[config.mk]
export PLATFORM = sky130hd
export DESIGN_NAME = seq_detect_ctrl
export DESIGN_NICKNAME = d
export VERILOG_FILES = /design/src/rtl/seq_detect_ctrl.sv
export SDC_FILE = /design/constraint.sdc
export NUM_CORES = 1
export LEC_CHECK = 0
export CORE_MARGIN = 4
export CORE_UTILIZATION = 24
export DETAILED_ROUTE_END_ITERATION = 7
export GPL_TIMING_DRIVEN = 1
export SLEW_MARGIN = 20
export SYNTH_ARGS = -nofsm -noshare
export SYNTH_HDL_FRONTEND = slang
export SYNTH_SLANG_ARGS = --single-unit
[constraint.sdc]
create_clock -name clk -period 5.7 [get_ports clk]
set_clock_uncertainty 0.2 [all_clocks]
set_input_delay 1.425 -clock clk [delete_from_list [all_inputs] [get_ports clk]]
set_output_delay 1.425 -clock clk [all_outputs]
set_load 0.005 [all_outputs]
[src/rtl/seq_detect_ctrl.sv]
// Serial pattern detector: accepts a word, shifts it out MSB first through a
// 5-bit history window, and counts occurrences of a loadable 5-bit pattern.
module seq_detect_ctrl #(
    parameter int         WORD_W  = 8,
    parameter int         CNT_W   = 8,
    parameter logic [4:0] RST_PAT = 5'b10110
) (
    input  logic              clk,
    input  logic              rst,
    input  logic              in_valid,
    input  logic [WORD_W-1:0] in_data,
    output logic              in_ready,
    input  logic              pat_load,
    input  logic [4:0]        pat,
    input  logic              clr_count,
    output logic              bit_out,
    output logic              hit,
    output logic [CNT_W-1:0]  hit_count,
    output logic              busy,
    output logic              done
);

    localparam int IDX_W = (WORD_W > 1) ? $clog2(WORD_W) : 1;

    typedef enum logic [1:0] {
        IDLE,
        SHIFT,
        DONE
    } state_t;

    state_t             state_q, state_d;
    logic [WORD_W-1:0]  word_q;
    logic [IDX_W-1:0]   idx_q;
    logic [4:0]         window_q, window_d;
    logic [2:0]         fill_q, fill_d;
    logic [4:0]         pattern_q;
    logic               hit_q;
    logic [CNT_W-1:0]   count_q;
    logic               shift_bit;
    logic               accept;
    logic               load;
    logic               match;

    // NOTE: every signal written here gets a default first, so no path can infer a latch.
    always_comb begin
        state_d   = state_q;
        shift_bit = word_q[idx_q];
        window_d  = {window_q[3:0], shift_bit};
        fill_d    = (fill_q == 3'd5) ? 3'd5 : fill_q + 3'd1;
        accept    = 1'b0;
        load      = 1'b0;
        match     = 1'b0;
        in_ready  = 1'b0;
        busy      = 1'b0;
        done      = 1'b0;
        bit_out   = 1'b0;

        case (state_q)
            IDLE: begin
                in_ready = 1'b1;
                accept   = in_valid;
                load     = pat_load;
                if (in_valid) state_d = SHIFT;
            end
            SHIFT: begin
                busy    = 1'b1;
                bit_out = shift_bit;
                match   = (fill_d == 3'd5) && (window_d == pattern_q);
                if (idx_q == '0) state_d = DONE;
            end
            DONE: begin
                busy    = 1'b1;
                done    = 1'b1;
                state_d = IDLE;
            end
            default: state_d = IDLE;
        endcase

        // Reset wins on the outputs too, so they read as idle while rst is low.
        if (!rst) begin
            in_ready = 1'b1;
            busy     = 1'b0;
            done     = 1'b0;
            bit_out  = 1'b0;
        end
    end

    // NOTE: sequential state uses non-blocking assignments so every register samples pre-edge values.
    always_ff @(posedge clk) begin
        if (!rst) state_q <= IDLE;
        else      state_q <= state_d;
    end

    always_ff @(posedge clk) begin
        if (!rst) begin
            pattern_q <= RST_PAT;
            window_q  <= '0;
            fill_q    <= '0;
            hit_q     <= 1'b0;
            count_q   <= '0;
            word_q    <= '0;
            idx_q     <= '0;
        end else begin
            hit_q <= match;

            if (accept) begin
                word_q <= in_data;
                idx_q  <= IDX_W'(WORD_W - 1);
            end else if (state_q == SHIFT) begin
                idx_q <= idx_q - 1'b1;
            end

            // Loading a pattern restarts history so old bits cannot match the new pattern.
            if (load) begin
                pattern_q <= pat;
                window_q  <= '0;
                fill_q    <= '0;
            end else if (state_q == SHIFT) begin
                window_q <= window_d;
                fill_q   <= fill_d;
            end

            if (clr_count)
                count_q <= '0;
            else if (match && (count_q != '1))
                count_q <= count_q + 1'b1;
        end
    end

    assign hit       = hit_q & rst;
    assign hit_count = count_q;

endmodule

Run 1, register map, names as in the netlist:
The bar under the picture is 20 um long. Other sequential cells in the stronger gray, the rest of the logic in the fainter gray.
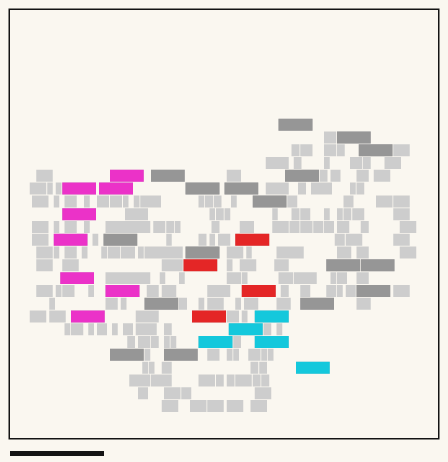
word_q: shown in magenta, flops 8, where left middle. pattern_q: shown in cyan, flops 5, where bottom middle. window_q: shown in red, flops 4.
sequential cell area share: 32.2%
final core occ: 32.4%
P_seq: 0.000272 W
Reg area: 681 sq um

Run 1, wires at chosen ports, followed through buffers:
The bar under the picture is 20 um long.
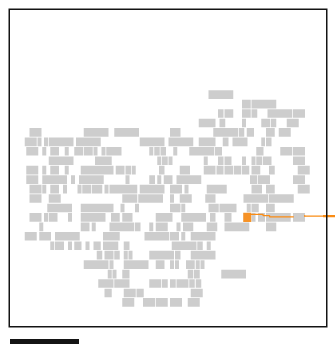
hit: shown in orange, direction output, end cells 1, buffers 1, wire 19.0 um.
I/O pin count: 31
PortBufs: 30

Run 1, logic cells by family:
The bar under the picture is 20 um long.
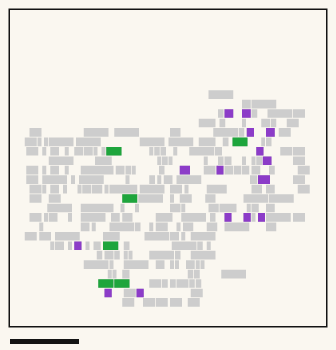
fa/ha/maj cells: shown in green, cells 6. and/or cells: shown in purple, cells 15.

==> run_results.csv, run 1 <==
group,metric,value,unit
floorplanning,core_area,6530,sq um
critical_path,slowest_delay,0.83,ns
cells_and_area,drive_gt1_share,4.55,%
job,drv_cap,0,
cells_and_area,comb_area_share,43.2,%
route,drcViolationCount,0,
synth,syn-num-nets,214,
cells_and_area,nNonClkBuffers,31,
grt,grt_pass1_vias,1269,
clocking,postCtsSetupBuffers,0,
power_and_ir_drop,leakagePower,0.771,nW
cells_and_area,nets,245,
critical_path,crit_chain,"clkdlybuf4s50_1 -> nand2_1 -> nor2_1 -> clkdlybuf4s50_1",
critical_path,reg2reg_depth,6,
cells_and_area,area_delta_synth_final,27.8,%
cells_and_area,inverters,9,
placed_design,gp_congestion,0.772,
clocking,clock-root-buffer,"clkbuf_8",
grt,grt_pass1_wl,5470,um
critical_path,criticalPathCategory,"input pin to output pin",
sta,worst_slew_pin_slew,0.580,ns
clocking,clkTransAtPathRegs,0.06,ns
grt,antenna_found_initial,0,
synth,ys_seq_share,41.1,%
critical_path,path_common_cell,"clkdlybuf4s50_1",
critical_path,critPathTopFamily,"buffers and inverters",
critical_path,cp_data_required_time,4.07,ns
power_and_ir_drop,p_int,0.000410,W
critical_path,rr_endpoint,"hit_count[5]",
sta,hold_slack,0.262,ns
route,vias,1364,
cells_and_area,fin_area,2110,sq um
hold_path,hp-start,"word_q[3]",
route,met3_length,193,um
synth,ys_top_cells_by_count,"dfxtp_1, nand2_1, a21boi_0",
synth,synth_cell_types,33,
critical_path,crit_cells,4,
hold_path,min_to,"word_q[3]",
synth,yosys_cells,190,
grt,grt_use_met1,9.40,%
cells_and_area,comb_area,913,sq um
route,drtAntennaViolNets,0,
floorplanning,die_h,91.0,um
critical_path,timing.reg2reg.setup_slack,3.24,ns
route,wl_met2,1420,um
synth,top_cell,"dfxtp_1",
power_and_ir_drop,clock_power_share,30.1,%
cells_and_area,comb.multi_input.count,140,
hold_path,hp-class,"register to register",
synth,numSynthFlops,34,
critical_path,slowest_stage,"clkdlybuf4s50_1",
route,wire_per_inst,11.0,um
cells_and_area,seq_cell_count,34,
clocking,cts_hold_buf,0,
critical_path,cp-end-kind,"output pin",
cells_and_area,clock_buffers,6,
clocking,cts_htree_levels,2,
sta,hold_viol_final,0,
power_and_ir_drop,irDropWorstVdd,0.120,mV
synth,synthArstFlopShare,0,%
cells_and_area,final-clk-cell-share,3.91,%
synth,area_leaders,"dfxtp_1, nand2_1, a21boi_0, ha_1, nand3_1",
critical_path,r2r-start,"state_q[1]",
synth,synth_cells,190,
power_and_ir_drop,power_switching,0.000160,W
grt,groute.usage.overall,8.08,%
cells_and_area,finalNonFillerCells,297,
power_and_ir_drop,top_power_group,"sequential cells",
floorplanning,chip_area,8280,sq um
run_status,status,"complete, no violations",
power_and_ir_drop,p_comb_share,22.3,%
grt,met3_usage,3.14,%
floorplanning,die_w,91.0,um
power_and_ir_drop,p_sw_share,28.0,%
floorplanning,initCoreUtil,25.3,%
-- run 1: how the worst max path moves through the flow --
| stage | start | endpoint | slack [ns] |
|---|---|---|---|
| 6_report | rst | bit_out | 1.07 |
| 5_1_grt | rst | bit_out | 0.93 |
| 4_1_cts | rst | bit_out | 1.02 |
| 3_5_place_dp | rst | bit_out | 1.03 |
| 3_3_place_gp | rst | hit | 1.05 |
| 2_1_floorplan | rst | bit_out | 2.26 |
-- run 1: metrics by stage --
stage / util, % / power [W] / setup slack, ns
final: 32.4 / 0.000570 / 1.07
after global routing: 32.4 / 0.000607 / 0.927
after CTS: 32.4 / 0.000582 / 1.02
after global placement: 31.1 / 0.000403 / 1.05
after floorplan: - / 0.000365 / 2.26
after detailed placement: 31.1 / 0.000406 / 1.03
-- run 1: kinds of logic (layout without fill, tap and decap cells) --
group                    count (synthesis)  in the layout  share of synthesized area (%)
AND/OR/NAND/NOR                         82             82                           24.3
AND-OR/OR-AND                           36             36                           14.2
flip-flops                              34             34                           41.1
buffers and inverters                   16             46                           3.63
XOR/XNOR                                 9              9                           5.22
multiplexers                             7              7                           6.96
adder cells (fa/ha/maj)                  6              6                           4.54
-- run 1: sequential cells by signal, summed over array words and instances, names as in the netlist --
name	cells
word_q	8
state_q	2
idx_q	3
pattern_q	5
window_q	4
fill_q	3
hit_q	1
hit_count	8
-- run 1: cells in the final DEF, fill, tap and decap left out, types with 7 or more instances in the layout --
cell type,count
inv_1,9
dfxtp_1,34
clkdlybuf4s50_1,30
nand2_1,32
nor2_1,11
a21boi_0,13
and2_1,7
a21oi_1,8
nand3_1,12
-- run 1: worst min-delay path: stages, from the launching register on --
cell      delay [ns]
dfxtp_1         0.31
nand2_1         0.04
a21boi_0        0.06
==> run 2: changes to the inputs <==
==> constraint.sdc (replaced) <==
create_clock -name clk -period 4.3 [get_ports clk]
set_clock_uncertainty 0.2 [all_clocks]
set_input_delay 1.075 -clock clk [delete_from_list [all_inputs] [get_ports clk]]
set_output_delay 1.075 -clock clk [all_outputs]
set_load 0.005 [all_outputs]
Run 2, metal layers overlaid:
The bar under the picture is 20 um long.
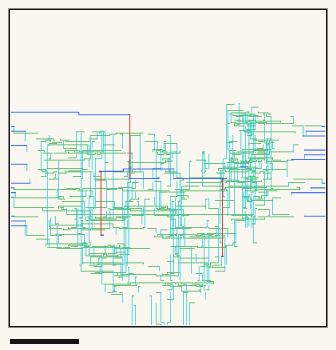
M2: shown in cyan, wire length 1460 um. M1: shown in green, wire length 1700 um. M4: shown in red, wire length 59.2 um. M3: shown in blue, wire length 166 um.
mean routed wirelength per cell: 11.2 um
final WL: 3380 um

==> run 2 against run 1 <==
Compared with the run above: power grew 36%; synthesized area is the same; wire length grew 3.1%; sequential power grew 33%; worst hold slack gained 0.0015 ns; clock power grew 42%; core utilization grew 0.36 points; setup slack lost 0.62 ns; synthesized cell count is the same; critical path depth is the same; via count grew 1.5%; die area is the same; critical endpoint unchanged; highest routed layer unchanged.
==> run_results.csv, run 2 <==
group,metric,value,unit
cells_and_area,final_common_cell,"dfxtp_1",
cells_and_area,drive_gt1_share,5.80,%
synth,netlist.top_cell.by_area,"dfxtp_1",
synth,top_cell,"dfxtp_1",
clocking,cts_htree_levels,2,
run_status,status,"complete, no violations",
grt,antenna_found_initial,0,
cells_and_area,nets,247,
route,drtAntennaViolNets,0,
sta,final.setup.worst_slack,0.457,ns
grt,overflow,0,
clocking,cts_resized,0,
synth,area_leaders,"dfxtp_1, nand2_1, a21boi_0, ha_1, nand3_1",
placed_design,preCtsSetupSlack,0.464,ns
critical_path,cp_data_arrival_time,2.57,ns
synth,ys_area,1650,sq um
hold_path,hp-start,"word_q[4]",
clocking,clkTransAtPathRegs,0.07,ns
power_and_ir_drop,p_sw_share,28.9,%
placed_design,io_buffers,30,
power_and_ir_drop,p_comb_share,22.1,%
grt,grt_pass1_wl,5640,um
placed_design,place_area,2050,sq um
floorplanning,chip_area,8280,sq um
synth,syn-num-nets,214,
sta,worst_slew_pin_slew,0.496,ns
clocking,clock-root-buffer,"clkbuf_8",
floorplanning,initCoreUtil,25.3,%
sta,hold_slack,0.264,ns
clocking,cts.path.max_buffers,2,
sta,hold_viol_final,0,
synth,ys_top_cells_by_count,"dfxtp_1, nand2_1, a21boi_0",
clocking,postCtsSetupBuffers,0,
job,warnings,29,
placed_design,dp_cells,293,
synth,synth_cells,190,
synth,synth_cell_types,33,
synth,numSynthFlops,34,
synth,synthArstFlopShare,0,%
synth,ys_seq_share,41.1,%
floorplanning,core_area,6530,sq um
power_and_ir_drop,p_per_area,362,nW/um^2
job,drv_cap,0,
critical_path,cp-end-kind,"output pin",
hold_path,min_to,"word_q[4]",
power_and_ir_drop,power_switching,0.000224,W
critical_path,timing.reg2reg.setup_slack,1.85,ns
power_and_ir_drop,finalPower,0.000775,W
cells_and_area,fin_area,2140,sq um
cells_and_area,lay_top_cells,"dfxtp_1, nand2_1, clkdlybuf4s50_1",
critical_path,setup.worst_path.start_class,"input pin",
placed_design,dp_hpwl,2520,um
clocking,cts-buffers-inserted,5,
hold_path,min_path_cells,2,
floorplanning,die_w,91.0,um
power_and_ir_drop,irDropWorstVdd,0.155,mV
synth,synth-edff-count,0,
clocking,clock-sinks,34,
critical_path,slowest_stage,"clkdlybuf4s50_1",
critical_path,reg2reg_depth,5,
cells_and_area,area_delta_synth_final,29.3,%
route,vias,1384,
power_and_ir_drop,clock_power_share,31.3,%
hold_path,hp-class,"register to register",
placed_design,gp_congestion,0.770,
critical_path,crit_chain,"clkdlybuf4s50_1 -> nand2_1 -> nor2_1 -> clkdlybuf4s50_1",
power_and_ir_drop,leakagePower,0.786,nW
power_and_ir_drop,p_int,0.000551,W
critical_path,r2r-start,"idx_q[0]",
synth,yosys_cells,190,
floorplanning,die_h,91.0,um
critical_path,slowest_delay,0.78,ns
grt,groute.usage.overall,8.37,%
grt,grt_pass1_vias,1240,
clocking,cts_hold_buf,0,
route,first_iter_violations,51,
route,drcViolationCount,0,
critical_path,cp_data_required_time,3.02,ns
floorplanning,ios,31,
sta,slew_viol_final,0,
sta,rsz0062_at_grt,"no",
cells_and_area,finalNonFillerCells,301,
critical_path,path_common_cell,"clkdlybuf4s50_1",
critical_path,criticalPathCategory,"input pin to output pin",
critical_path,rr_endpoint,"hit_count[4]",
cells_and_area,final_core_util,32.7,%
Run 2, wires at chosen ports, followed through buffers:
The bar under the picture is 20 um long.
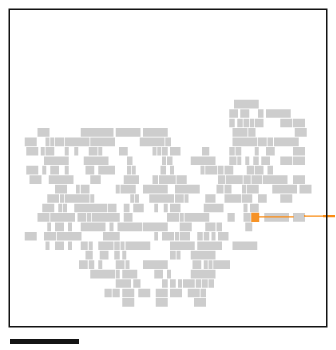
hit: shown in orange, direction output, end cells 1, buffers 1, wire 16.0 um.

## run 2: layer usage
metal	global-route usage, %	vias up	routed length [um]
li1	-	723	-
met3	3.14	6	165
met1	10.7	625	1700
met5	0	-	0
met2	12.8	30	1460
met4	3.39	0	59
## run 2: kinds of logic after synthesis
family	after synthesis	synth area share (%)
xor gates and xnor gates	9	5.22
muxes	7	6.96
and+or+nand+nor	82	24.3
AOI/OAI and AO/OA	36	14.2
adders and majority gates	6	4.54
buffers and inverters	16	3.63
DFF	34	41.1
## run 2: final cells by class
type	count	area (sq um)	share of cell area [%]
clock buffers	7	86.3	4.04
flip-flops and latches	34	681	31.8
repair buffers	33	323	15.1
well taps	77	96.3	4.51
clock inverters	1	5.00	0.234
multi-input cells	140	913	42.7
inverters	9	33.8	1.58
## run 2: how the worst max path moves through the flow
| stage | startpoint | to | slack, ns | cells past startpoint |
|---|---|---|---|---|
| floorplan | rst | bit_out | 1.56 | 3 |
| global placement | rst | bit_out | 0.44 | 4 |
| detailed placement | rst | hit | 0.46 | 3 |
| CTS | rst | bit_out | 0.46 | 4 |
| global route | rst | bit_out | 0.35 | 4 |
| finish | rst | bit_out | 0.46 | 4 |
## run 2: power by group through the flow
stage	Combinational, W	Sequential (W)	Clock, W
6_report	0.000172	0.000361	0.000243
5_1_grt	0.000196	0.000363	0.000266
4_1_cts	0.000174	0.000361	0.000253
3_5_place_dp	0.000173	0.000368	0
3_3_place_gp	0.000171	0.000367	0
2_1_floorplan	0.000122	0.000362	0
## run 2: worst max-delay path: cells and delay by family
family / cells / cell delay [ns]
buf+inv: 2 / 1.29
simple gates: 2 / 0.20
Power and IR drop assume default switching activity.
